**src/rtl/ccm_ctr_sched.sv**
```systemverilog
// ccm_ctr_sched: sequencer for the CCM counter-mode keystream core.
// Takes one message request, clears the core counter, issues credit-limited
// input_en_buf pulses, buffers in-order results in a small FIFO and streams
// them downstream with a last-block marker.
module ccm_ctr_sched #(
  parameter int unsigned WIDTH_NONCE = 100,
  parameter int unsigned WIDTH_FLAG  = 8,
  parameter int unsigned WIDTH_COUNT = 20,
  parameter int unsigned WIDTH_LEN   = 16,
  parameter int unsigned FIFO_DEPTH  = 4,
  parameter int unsigned ISSUE_GAP   = 2,
  localparam int unsigned WIDTH_KEY  = WIDTH_NONCE + WIDTH_FLAG + WIDTH_COUNT
) (
  input  logic                   clk,
  input  logic                   kill,
  input  logic                   req_valid,
  output logic                   req_ready,
  input  logic [WIDTH_NONCE-1:0] req_nonce,
  input  logic [WIDTH_FLAG-1:0]  req_flag,
  input  logic [WIDTH_LEN-1:0]   req_nblk,
  output logic [WIDTH_NONCE-1:0] ctr_nonce,
  output logic [WIDTH_FLAG-1:0]  ctr_flag,
  output logic                   ctr_clr,
  output logic                   ctr_en,
  input  logic [WIDTH_KEY-1:0]   core_data,
  input  logic                   core_en,
  output logic [WIDTH_KEY-1:0]   ks_data,
  output logic                   ks_valid,
  input  logic                   ks_ready,
  output logic                   ks_last,
  output logic                   busy,
  output logic                   err
);

  localparam int unsigned PW         = $clog2(FIFO_DEPTH);
  localparam int unsigned CW         = PW + 1;
  localparam int unsigned GW         = (ISSUE_GAP > 1) ? $clog2(ISSUE_GAP) : 1;
  localparam int unsigned GAP_RELOAD = (ISSUE_GAP > 1) ? ISSUE_GAP - 1 : 0;

  typedef enum logic [1:0] {
    S_IDLE,
    S_CLR,
    S_ISSUE,
    S_DRAIN
  } state_t;

  state_t               state;
  logic [WIDTH_LEN-1:0] nblk_q;
  logic [WIDTH_LEN-1:0] remain;
  logic [WIDTH_LEN-1:0] pop_cnt;
  logic [WIDTH_LEN-1:0] last_idx;
  logic [CW-1:0]        outstanding;
  logic [CW-1:0]        fifo_cnt;
  logic [CW:0]          credit_used;
  logic [PW-1:0]        wr_ptr;
  logic [PW-1:0]        rd_ptr;
  logic [GW-1:0]        gap_cnt;
  logic [WIDTH_KEY-1:0] mem [FIFO_DEPTH];

  logic credit_ok;
  logic issue;
  logic fifo_full;
  logic push;
  logic pop;
  logic pop_last;

  // Issue/accept/push/pop decisions, all from registered state
  always_comb begin
    credit_used = {1'b0, outstanding} + {1'b0, fifo_cnt};
    credit_ok   = credit_used < (CW + 1)'(FIFO_DEPTH);
    // The first pulse is decided while in CLR so it lands the cycle after ctr_clr
    issue       = ((state == S_CLR) || (state == S_ISSUE)) && credit_ok && (gap_cnt == '0);
    fifo_full   = (fifo_cnt == CW'(FIFO_DEPTH));
    push        = core_en && (outstanding != '0) && !fifo_full;
    pop         = ks_valid && ks_ready;
    last_idx    = nblk_q - WIDTH_LEN'(1);
    pop_last    = pop && (pop_cnt == last_idx);
  end

  assign req_ready = (state == S_IDLE);
  assign busy      = (state != S_IDLE);
  assign ks_valid  = (fifo_cnt != '0);
  assign ks_data   = mem[rd_ptr];
  assign ks_last   = ks_valid && (pop_cnt == last_idx);

  // Message FSM with registered core-facing outputs and block counters
  always_ff @(posedge clk) begin
    if (kill) begin
      state     <= S_IDLE;
      ctr_clr   <= 1'b0;
      ctr_en    <= 1'b0;
      ctr_nonce <= '0;
      ctr_flag  <= '0;
      nblk_q    <= '0;
      remain    <= '0;
      pop_cnt   <= '0;
      gap_cnt   <= '0;
    end else begin
      ctr_clr <= 1'b0;
      ctr_en  <= issue;
      if (issue) begin
        remain  <= remain - WIDTH_LEN'(1);
        gap_cnt <= GW'(GAP_RELOAD);
      end else if (gap_cnt != '0) begin
        gap_cnt <= gap_cnt - GW'(1);
      end
      if (pop) begin
        pop_cnt <= pop_cnt + WIDTH_LEN'(1);
      end
      unique case (state)
        S_IDLE: begin
          if (req_valid) begin
            ctr_nonce <= req_nonce;
            ctr_flag  <= req_flag;
            nblk_q    <= req_nblk;
            remain    <= req_nblk;
            pop_cnt   <= '0;
            gap_cnt   <= '0;
            if (req_nblk != '0) begin
              state   <= S_CLR;
              ctr_clr <= 1'b1;
            end
          end
        end
        S_CLR: begin
          state <= (issue && (remain == WIDTH_LEN'(1))) ? S_DRAIN : S_ISSUE;
        end
        S_ISSUE: begin
          if (issue && (remain == WIDTH_LEN'(1))) begin
            state <= S_DRAIN;
          end
        end
        S_DRAIN: begin
          if (pop_last) begin
            state <= S_IDLE;
          end
        end
        default: state <= S_IDLE;
      endcase
    end
  end

  // Credit, FIFO occupancy/pointers and sticky protocol error
  always_ff @(posedge clk) begin
    if (kill) begin
      outstanding <= '0;
      fifo_cnt    <= '0;
      wr_ptr      <= '0;
      rd_ptr      <= '0;
      err         <= 1'b0;
    end else begin
      outstanding <= outstanding + CW'(issue) - CW'(push);
      fifo_cnt    <= fifo_cnt + CW'(push) - CW'(pop);
      if (push) begin
        wr_ptr <= wr_ptr + PW'(1);
      end
      if (pop) begin
        rd_ptr <= rd_ptr + PW'(1);
      end
      if (core_en && !push) begin
        err <= 1'b1;
      end
    end
  end

  // Keystream storage; contents need no reset since occupancy gates reads
  always_ff @(posedge clk) begin
    if (push) begin
      mem[wr_ptr] <= core_data;
    end
  end

endmodule

```
**config.mk**
```make
export PLATFORM = sky130hd
export DESIGN_NAME = ccm_ctr_sched
export DESIGN_NICKNAME = d
export VERILOG_FILES = /design/src/rtl/ccm_ctr_sched.sv
export SDC_FILE = /design/constraint.sdc
export NUM_CORES = 1
export LEC_CHECK = 0
export ABC_CLOCK_PERIOD_IN_PS = 9500
export CAP_MARGIN = 20
export CORE_ASPECT_RATIO = 0.8
export CORE_MARGIN = 5
export CORE_UTILIZATION = 55
export CTS_BUF_LIST = sky130_fd_sc_hd__clkbuf_4 sky130_fd_sc_hd__clkbuf_8 sky130_fd_sc_hd__clkbuf_16
export CTS_CLUSTER_DIAMETER = 150
export DETAILED_ROUTE_END_ITERATION = 10
export HOLD_SLACK_MARGIN = 0.05
export PLACE_DENSITY = 0.86
export REMOVE_ABC_BUFFERS = 1
export SLEW_MARGIN = 20
export SYNTH_ARGS = -nofsm -noshare
export SYNTH_HDL_FRONTEND = slang
export SYNTH_SLANG_ARGS = --single-unit
```
**constraint.sdc**
```tcl
create_clock -name clk -period 9.5 [get_ports clk]
set_input_delay 1.9 -clock clk [delete_from_list [all_inputs] [get_ports clk]]
set_output_delay 1.9 -clock clk [all_outputs]
set_load 0.01 [all_outputs]
```
I/O nets highlighted:
(2 px per µm)
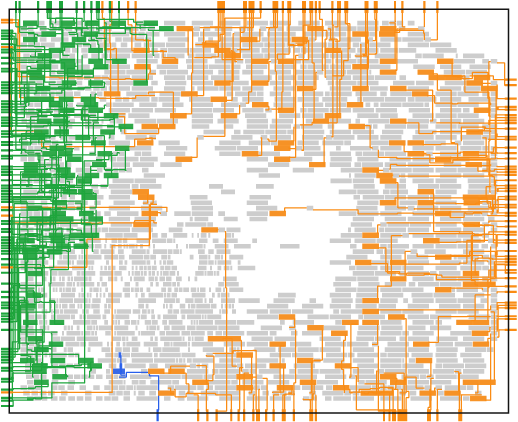
[blue] `req_valid` | direction: input | edge: bottom | end cells: 3 | wire: 55.2 µm
[orange] `ks_data` | direction: output | edge: 51 right, 39 top, 31 bottom, 7 left | end cells: 128 | wire: 6,410 µm
[green] `ctr_nonce` | direction: output | edge: 85 left, 15 top | end cells: 100 | wire: 5,850 µm
# IOs: 500
# port buffers: 499

Clock wires, drivers and flops:
(2 px per µm)
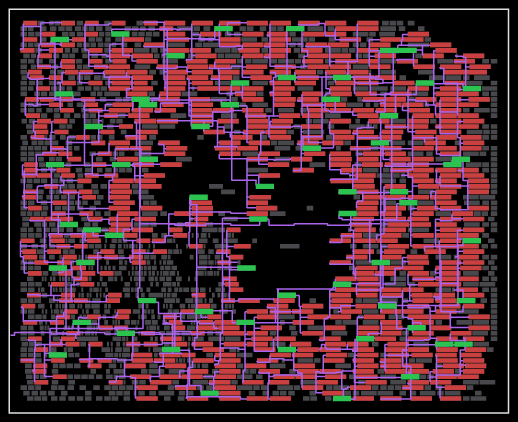
[red] flip-flops | count: 686
[purple] clock wires | length: 7,230 µm
[green] cells driving clock nets | count: 61
routed clock nets: 62
clock network power: 0.00254 W
clk_skew: 0.0158 ns
Clk pwr share: 0.287

Clock wiring as the flow saved it:
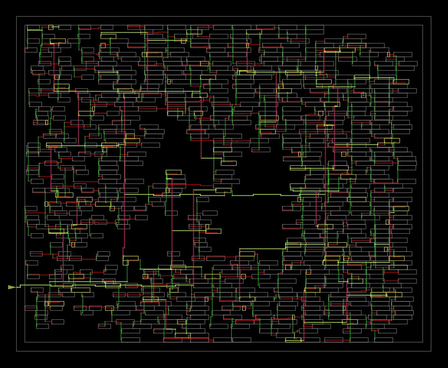
flip-flops: 686
clk sinks: 686

==> impl_metrics.py <==
# Flow results
metrics = {
    "critical_path": {
        "crit_required_ns": 7.60,
        "r2r_slack_ns": 6.45,
        "r2r_end": "mem[2][11]$_DFFE_PP_",
        "startpoint": "nblk_q[0]$_SDFFE_PP0P_",
        "slowest_stage": "a2111oi_0",
        "cp_max_fo": 6,
        "cp-start-kind": "flip-flop",
        "path_class": "flip-flop to primary output",
        "rr_worst_depth": 6,
    },
    "drt": {
        "wl_met1_um": 24500,
        "drt_pass1_iterations": 5,
        "drc_errors": 0,
        "met3_length_um": 5860,
    },
    "synthesis": {
        "ys_cells": 1332,
        "ys_seq_frac": 0.751,
        "syn_avg_cell_area_um2": 18.8,
        "yosysUniqueCellTypes": 55,
        "synthesis.area_um2": 25100,
        "syn_inst": 1332,
    },
    "clocking": {
        "hold_buffers": 0,
        "cts.clk_slew.worst_paths_ns": 0.06,
        "cts_resized": 0,
        "clk_latency_ns": 0.62,
    },
    "layout": {
        "largest_cell_class": "flip-flops and latches",
        "fill_cells": 2699,
        "comb_share": 0.179,
        "inverters": 24,
        "regArea_um2": 18900,
        "mostFrequentLayoutCells": "edfxtp_1 (512), clkdlybuf4s50_1 (499), dfxtp_1 (172)",
        "syn2layout_area_growth_pct": 31.4,
        "postLayoutCellArea_um2": 33000,
        "nets": 2123,
        "lay_top_count": "edfxtp_1",
        "area.combinational_um2": 5920,
        "reg_top3": "mem (512), ctr_nonce (100)",
        "buf_share": 0.159,
    },
    "status": {
        "status": "completed",
    },
    "global_routing": {
        "grt_pass1_wl_um": 99100,
        "track_usage": 0.263,
        "grt_overflow": 0,
        "grt_util_met2": 0.436,
        "busiest_layer": "met2",
    },
    "power_and_ir_drop": {
        "power-top-group": "registers",
        "comb-power_w": 0.00247,
    },
    "place": {
        "hpwl_um": 45000,
        "gp_congestion": 0.955,
    },
    "worst_hold_path": {
        "hold_depth": 1,
        "holdCritStartpoint": "ctr_nonce[78]$_SDFFE_PP0P_",
    },
    "timing": {
        "fin_crit_sh": 0.605,
        "period_needed_ns": 5.75,
    },
    "flow_run": {
        "max_cap_violations": 0,
    },
}
logic make-up after synthesis:
family / count (synthesis) / synth area share
mux: 131 / 0.116
buf+inv: 90 / 0.0141
compound gates: 167 / 0.0535
fa+ha+maj: 20 / 0.0106
xor+xnor: 51 / 0.0178
flops: 686 / 0.751
simple gates: 187 / 0.0366
cells in the mapped netlist, drive strengths merged (15+ instances only):
cell type | count | share of area
nand2 | 62 | 0.0093
o21ai | 25 | 0.0050
a22o | 108 | 0.038
nor4 | 15 | 0.0043
buf | 19 | 0.0034
ha | 18 | 0.0090
inv | 24 | 0.0036
nor2 | 44 | 0.0066
mux4 | 128 | 0.11
edfxtp | 512 | 0.61
xnor2 | 30 | 0.010
clkbuf | 47 | 0.0070
nand3 | 15 | 0.0030
xor2 | 21 | 0.0073
dfxtp | 174 | 0.14
No activity file was given, so power comes from the tool's default toggle rates.
